===== src/rtl/reg_bus_master.sv =====
// Byte-serial register bus initiator: turns one (direction, address, length) command
// into a burst of per-byte reg_write / reg_read strobes with reg_bytecnt stepping.
module reg_bus_master #(
    parameter int pADDR_WIDTH   = 21,
    parameter int pBYTECNT_SIZE = 7
) (
    input  logic                                 usb_clk,
    input  logic                                 reset_n,
    input  logic                                 cmd_valid,
    output logic                                 cmd_ready,
    input  logic                                 cmd_write,
    input  logic [pADDR_WIDTH-pBYTECNT_SIZE-1:0] cmd_address,
    input  logic [pBYTECNT_SIZE-1:0]             cmd_len,
    input  logic [7:0]                           wr_data,
    input  logic                                 wr_valid,
    output logic                                 wr_ready,
    output logic [7:0]                           rd_data,
    output logic                                 rd_valid,
    input  logic                                 rd_ready,
    output logic                                 busy,
    output logic                                 done,
    output logic [pADDR_WIDTH-pBYTECNT_SIZE-1:0] reg_address,
    output logic [pBYTECNT_SIZE-1:0]             reg_bytecnt,
    output logic [7:0]                           write_data,
    input  logic [7:0]                           read_data,
    output logic                                 reg_read,
    output logic                                 reg_write,
    output logic                                 reg_addrvalid
);

    localparam int AW = pADDR_WIDTH - pBYTECNT_SIZE;
    localparam logic [pBYTECNT_SIZE-1:0] BYTE_ZERO = {pBYTECNT_SIZE{1'b0}};
    localparam logic [pBYTECNT_SIZE-1:0] BYTE_ONE  = {{(pBYTECNT_SIZE-1){1'b0}}, 1'b1};

    typedef enum logic [2:0] {
        ST_IDLE    = 3'd0,
        ST_SETUP   = 3'd1,
        ST_WR      = 3'd2,
        ST_WR_STB  = 3'd3,
        ST_RD_STB  = 3'd4,
        ST_RD_HOLD = 3'd5,
        ST_RD_OUT  = 3'd6,
        ST_DONE    = 3'd7
    } state_t;

    state_t                   state_q,     state_d;
    logic                     wr_dir_q,    wr_dir_d;
    logic [pBYTECNT_SIZE-1:0] len_q,       len_d;
    logic [AW-1:0]            addr_q,      addr_d;
    logic [pBYTECNT_SIZE-1:0] bytecnt_q,   bytecnt_d;
    logic [7:0]               wdata_q,     wdata_d;
    logic [7:0]               rdata_q,     rdata_d;
    logic                     rd_valid_q,  rd_valid_d;
    logic                     addrvalid_q, addrvalid_d;
    logic                     rd_stb_q,    rd_stb_d;
    logic                     wr_stb_q,    wr_stb_d;
    logic                     done_q,      done_d;

    // len is never zero inside a burst, so len-1 cannot underflow here.
    function automatic logic is_last_byte(input logic [pBYTECNT_SIZE-1:0] idx,
                                          input logic [pBYTECNT_SIZE-1:0] len);
        return (idx == (len - BYTE_ONE));
    endfunction

    // Next-state and next-output decode for the burst sequencer.
    always_comb begin
        state_d     = state_q;
        wr_dir_d    = wr_dir_q;
        len_d       = len_q;
        addr_d      = addr_q;
        bytecnt_d   = bytecnt_q;
        wdata_d     = wdata_q;
        rdata_d     = rdata_q;
        rd_valid_d  = rd_valid_q;
        addrvalid_d = addrvalid_q;
        rd_stb_d    = 1'b0;
        wr_stb_d    = 1'b0;
        done_d      = 1'b0;
        case (state_q)
            ST_IDLE: begin
                if (cmd_valid) begin
                    wr_dir_d  = cmd_write;
                    len_d     = cmd_len;
                    addr_d    = cmd_address;
                    bytecnt_d = BYTE_ZERO;
                    if (cmd_len == BYTE_ZERO) begin
                        addrvalid_d = 1'b0;
                        done_d      = 1'b1;
                        state_d     = ST_DONE;
                    end else begin
                        addrvalid_d = 1'b1;
                        state_d     = ST_SETUP;
                    end
                end else begin
                    state_d = ST_IDLE;
                end
            end
            ST_SETUP: begin
                if (wr_dir_q) begin
                    state_d = ST_WR;
                end else begin
                    rd_stb_d = 1'b1;
                    state_d  = ST_RD_STB;
                end
            end
            ST_WR: begin
                if (wr_valid) begin
                    wdata_d  = wr_data;
                    wr_stb_d = 1'b1;
                    state_d  = ST_WR_STB;
                end else begin
                    state_d = ST_WR;
                end
            end
            ST_WR_STB: begin
                if (is_last_byte(bytecnt_q, len_q)) begin
                    addrvalid_d = 1'b0;
                    bytecnt_d   = BYTE_ZERO;
                    done_d      = 1'b1;
                    state_d     = ST_DONE;
                end else begin
                    bytecnt_d = bytecnt_q + BYTE_ONE;
                    state_d   = ST_WR;
                end
            end
            ST_RD_STB: begin
                rd_stb_d = 1'b1;
                state_d  = ST_RD_HOLD;
            end
            // Sampling one cycle after the strobe rises suits registered responders too.
            ST_RD_HOLD: begin
                rdata_d    = read_data;
                rd_valid_d = 1'b1;
                state_d    = ST_RD_OUT;
            end
            ST_RD_OUT: begin
                if (rd_ready) begin
                    rd_valid_d = 1'b0;
                    if (is_last_byte(bytecnt_q, len_q)) begin
                        addrvalid_d = 1'b0;
                        bytecnt_d   = BYTE_ZERO;
                        done_d      = 1'b1;
                        state_d     = ST_DONE;
                    end else begin
                        bytecnt_d = bytecnt_q + BYTE_ONE;
                        rd_stb_d  = 1'b1;
                        state_d   = ST_RD_STB;
                    end
                end else begin
                    state_d = ST_RD_OUT;
                end
            end
            ST_DONE: begin
                state_d = ST_IDLE;
            end
            default: begin
                addrvalid_d = 1'b0;
                rd_valid_d  = 1'b0;
                bytecnt_d   = BYTE_ZERO;
                state_d     = ST_IDLE;
            end
        endcase
    end

    // State and registered-output flops; reset drops the bus immediately.
    always_ff @(posedge usb_clk or negedge reset_n) begin
        if (!reset_n) begin
            state_q     <= ST_IDLE;
            wr_dir_q    <= 1'b0;
            len_q       <= BYTE_ZERO;
            addr_q      <= {AW{1'b0}};
            bytecnt_q   <= BYTE_ZERO;
            wdata_q     <= 8'h00;
            rdata_q     <= 8'h00;
            rd_valid_q  <= 1'b0;
            addrvalid_q <= 1'b0;
            rd_stb_q    <= 1'b0;
            wr_stb_q    <= 1'b0;
            done_q      <= 1'b0;
        end else begin
            state_q     <= state_d;
            wr_dir_q    <= wr_dir_d;
            len_q       <= len_d;
            addr_q      <= addr_d;
            bytecnt_q   <= bytecnt_d;
            wdata_q     <= wdata_d;
            rdata_q     <= rdata_d;
            rd_valid_q  <= rd_valid_d;
            addrvalid_q <= addrvalid_d;
            rd_stb_q    <= rd_stb_d;
            wr_stb_q    <= wr_stb_d;
            done_q      <= done_d;
        end
    end

    assign cmd_ready     = (state_q == ST_IDLE);
    assign busy          = (state_q != ST_IDLE);
    assign wr_ready      = (state_q == ST_WR);
    assign rd_data       = rdata_q;
    assign rd_valid      = rd_valid_q;
    assign done          = done_q;
    assign reg_address   = addr_q;
    assign reg_bytecnt   = bytecnt_q;
    assign write_data    = wdata_q;
    assign reg_read      = rd_stb_q;
    assign reg_write     = wr_stb_q;
    assign reg_addrvalid = addrvalid_q;

endmodule


===== config.mk =====
export PLATFORM = sky130hd
export DESIGN_NAME = reg_bus_master
export DESIGN_NICKNAME = d
export VERILOG_FILES = /design/src/rtl/reg_bus_master.sv
export SDC_FILE = /design/constraint.sdc
export NUM_CORES = 1
export LEC_CHECK = 0
export ABC_AREA = 1
export CELL_PAD_IN_SITES_DETAIL_PLACEMENT = 0
export CELL_PAD_IN_SITES_GLOBAL_PLACEMENT = 1
export CORE_MARGIN = 2
export CORE_UTILIZATION = 36
export CTS_CLUSTER_DIAMETER = 100
export DETAILED_ROUTE_END_ITERATION = 6
export PLACE_DENSITY = 0.94
export REMOVE_ABC_BUFFERS = 1
export SETUP_SLACK_MARGIN = 0.3
export SYNTH_ARGS = -nofsm -noshare
export SYNTH_HDL_FRONTEND = slang
export SYNTH_SLANG_ARGS = --single-unit

===== constraint.sdc =====
create_clock -name usb_clk -period 4.8 [get_ports usb_clk]
set_input_delay 1.44 -clock usb_clk [delete_from_list [all_inputs] [get_ports usb_clk]]
set_output_delay 1.44 -clock usb_clk [all_outputs]
set_load 0.01 [all_outputs]

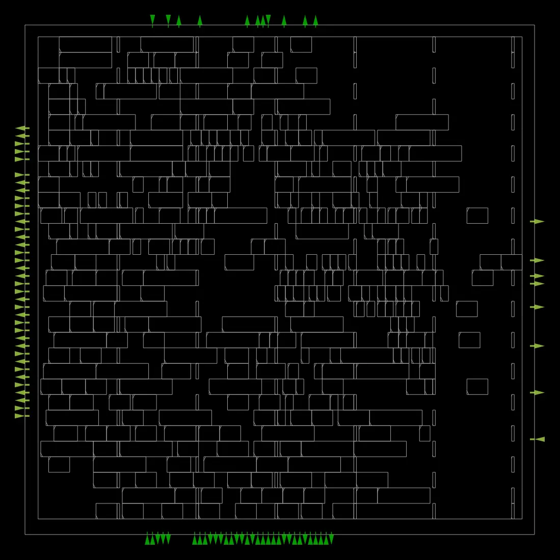
Figure 1: placement view.
core utilization of the finished layout: 51.24%
row count: 31
Tapcells: 99
final cell count without fillers: 457
proportion of cell area occupied by registers: 36.26%

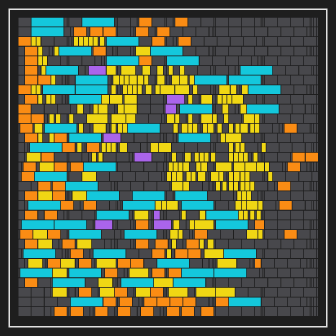
Figure 2: cells colored by class.
Fill, decap, tap and diode cells in gray.
[cyan] registers | cells: 53
[yellow] remaining logic cells | cells: 209
[purple] clock drivers and dummy loads | cells: 8
[orange] remaining buffers and delay cells | cells: 88

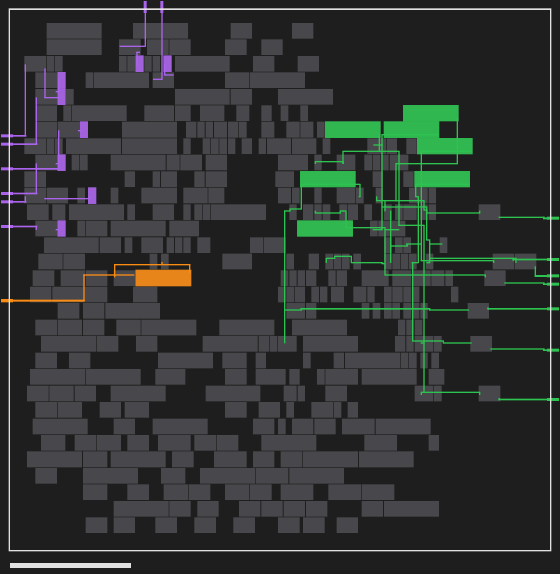
Figure 3: I/O nets highlighted.
Bar = 20 um.
[green] reg_bytecnt | bits: 7 | direction: output | edge: east | end cells: 7 | buffers: 7 | wire: 459 um
[orange] rd_valid | bits: 1 | direction: output | edge: west | end cells: 1 | buffers: 1 | wire: 40.4 um
[purple] wr_data | bits: 8 | direction: input | edge: 6 west, 2 north | end cells: 8 | buffers: 8 | wire: 102 um
boundary pin count: 88
IO buf count: 87

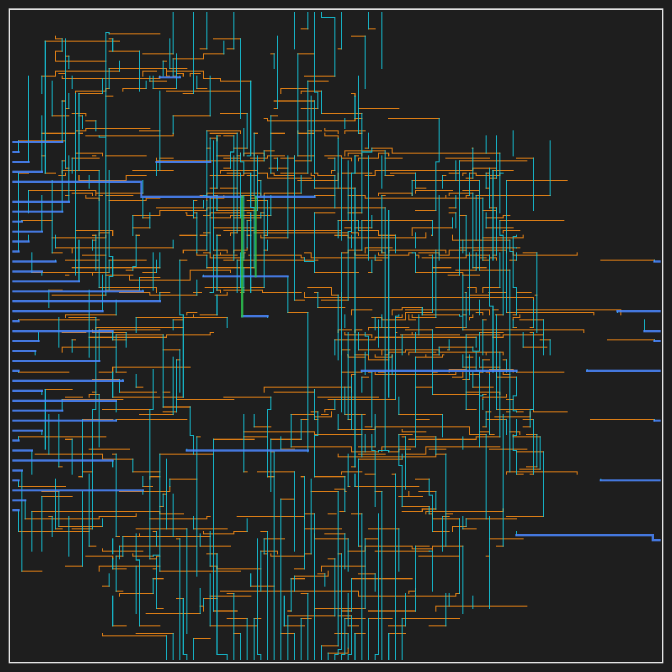
Figure 4: routed metal, one color a layer.
[cyan] M2 | wire length: 2800 um
[green] M4 | wire length: 27.2 um
[orange] M1 | wire length: 2630 um
[blue] M3 | wire length: 385 um

==> run summary <==
Flow results.

- The post-synth tally of flip-flops with integrated enable is 0.
- The number of buffers created by CTS is 5.
- The initial antenna violation count is 0.
- The timing report gives the biggest stage delay along the critical path as between 0.5 and 0.6 ns.
- Counting distinct cell types in the post-synthesis netlist gives 28.
- The nature of the critical path endpoint is an output port.
- TritonCTS built the clock tree.
- The largest area contributor in the netlist is sky130_fd_sc_hd__dfrtp_1.
- In this run the mean area of a mapped cell was between 9 and 10 um^2.
- The maximum number of pins on one net before global-route repair is 32.
- The total number of warnings across the stage logs is 25.
- After synthesis, the design contains approximately 270 cells according to Yosys.
- The floorplan step set the die height to between 80 and 90 um.
- The internal power is 1355 uW.
- The analysis attributes to net switching a power of just over 800 uW.
- The cell count of the worst reg-to-reg path is 13.
- The worst-case vdd ir drop is around 0.00030 V.
- The first global-routing pass estimated 9729 um of wire.
- Looking at the clock tree report, the root buffer type is sky130_fd_sc_hd__clkbuf_8.
- In the synthesized netlist the dominant register cell turns out to be sky130_fd_sc_hd__dfrtp_1.
- In the final design database the tool counted about 400 nets.
- The ratio of cells with drive above 1 in the final layout is 15.92%.
- Note, the detailed placer reported a final HPWL of approximately 4500 um.
- For this run, design rule violations remaining after detail routing come to 0.
- The width of the die is between 80 and 90 um.
- The clock reaches the later pin of the worst-skew pair after approximately 0.3 ns.
- The critical path in the final layout is reported with a setup slack of between 1.5 and 2 ns.
- RePlAce ended its routability-driven mode at a weighted congestion of ~0.8.
- Synthesis produced a netlist whose cell count is between 200 and 300.
- The switching power as a share of total power is around 38%.
- The transition time recorded at the tightest slew-check pin is between 0.5 and 0.6 ns.
- The sequential group share of total power is between 30% and 40%.
- The final tally of setup violations is 0.
- The logic depth of the worst path, buffers included is 4.
- The family with the most delay on the worst path is buffers and inverters.
- The worst-case clock buffer depth is 2.
- The script computed a power per unit cell area of 592.9 mW/mm^2.
- The worst-case register-to-register setup slack is 2.90 ns.
- Hold-check failures listed in the final report amount to 0.
- The remaining global-route overflow is 0.
- The portion of the post-synthesis area used by sequential elements is 50.86%.
- The fraction of synthesis flops using an asynchronous set or reset pin is 100.0%.
- The worst setup path is launched from a flop.
- Setup repair after global routing left no endpoint under its margin.
- The number of buffers inserted to repair setup after CTS is 0.
- Once layout is done, the placed cells without fillers occupy around 0.0037 mm^2.
- The residual antenna-violating net count after detailed routing is 0.
- By instance count after routing, the leading logic cell types are sky130_fd_sc_hd__clkdlybuf4s50_1 (86), sky130_fd_sc_hd__nand2_1 (75), sky130_fd_sc_hd__dfrtp_1 (53).
- Prior to clock tree synthesis, the placed netlist has a worst setup slack of approximately 1.9 ns.
- Across every metal layer, demand over resource in global routing totals 15.78%.
- The number of global-route vias before repair is 2042.
- The capture point of the worst register-to-register path is recorded as reg_addrvalid$_DFFE_PN0P_.
- Looking at the power breakdown, combinational cells take 51.0% of the total.
- Traced cell by cell, the critical path runs through nor2_4 -> nand2_2 -> inv_4 -> clkdlybuf4s50_1.
- The cell count after placement is between 400 and 500.
- Data arrives at the worst endpoint at 1.72 ns.
- The run finished with clean final reports.
- Per the detailed placement report, the placed cell area equals approximately 0.0036 mm^2.
- After routing, the total negative slack on setup checks comes to 0 ns.
- On the final layout, the worst clock skew is between 0.01 and 0.015 ns.
- The per-cell routed wire length is 12.79 um.
- The slowest stage of the critical path belongs to the cell sky130_fd_sc_hd__dfrtp_1.
- The total power is between 2000 and 2500 uW.
- For this run, the top clock speed supported by timing is ~320 MHz.
- Along the critical path, the tally of buffer and inverter instances is 2.
- Headroom to the max-slew limit came out at between 60% and 70%.
flip-flops by register name, indices dropped and copies added, names as in the netlist, 3 cells and up:
| register | cells |
|---|---|
| reg_address | 14 |
| rd_data | 8 |
| write_data | 8 |
| len_q | 7 |
| reg_bytecnt | 7 |
| state_q | 3 |
metal layers:
layer  wire [um]  track usage (%)  share of wire, %  vias up
li1            -                -                 -     1030
met1        2631            20.33                45      979
met2        2800            25.86                48       56
met3         385            5.171               6.6        4
met4          27            3.799              0.46        0
met5           0                0                 0        -
final cells by class:
| cell class | count | area, um^2 |
|---|---|---|
| Inverter | 26 | 100.1 |
| Multi-Input combinational cell | 183 | 1137 |
| Timing Repair Buffer | 88 | 873.3 |
| Sequential cell | 53 | 1326 |
| Clock buffer | 6 | 82.58 |
| Fill cell | 672 | 3480 |
| Tap cell | 99 | 123.9 |
| Clock inverter | 2 | 13.76 |
worst min-delay path: stages, from the launching register on:
cell and delay (ns):
sky130_fd_sc_hd__dfrtp_1 0.36, sky130_fd_sc_hd__nand2_1 0.06, sky130_fd_sc_hd__nand2_1 0.04
kinds of logic (layout without fill, tap and decap cells):
family / Yosys count / in the layout / share of synthesized area, %
compound gates: 19 / 19 / 4.174
xor+xnor: 11 / 11 / 3.695
fa+ha+maj: 2 / 2 / 0.9595
buf+inv: 31 / 122 / 5.518
flops: 53 / 53 / 50.86
mux: 25 / 25 / 12.09
simple gates: 126 / 126 / 22.70
power groups by stage:
| stage | registers (uW) | clock network [uW] | logic [uW] |
|---|---|---|---|
| global placement | 799 | 0 | 1090 |
| floorplan | 854 | 0 | 569 |
| finish | 799 | 262 | 1110 |
| CTS | 803 | 270 | 1120 |
| global route | 827 | 292 | 1230 |
| detailed placement | 808 | 0 | 1110 |
Power and IR drop assume default switching activity.
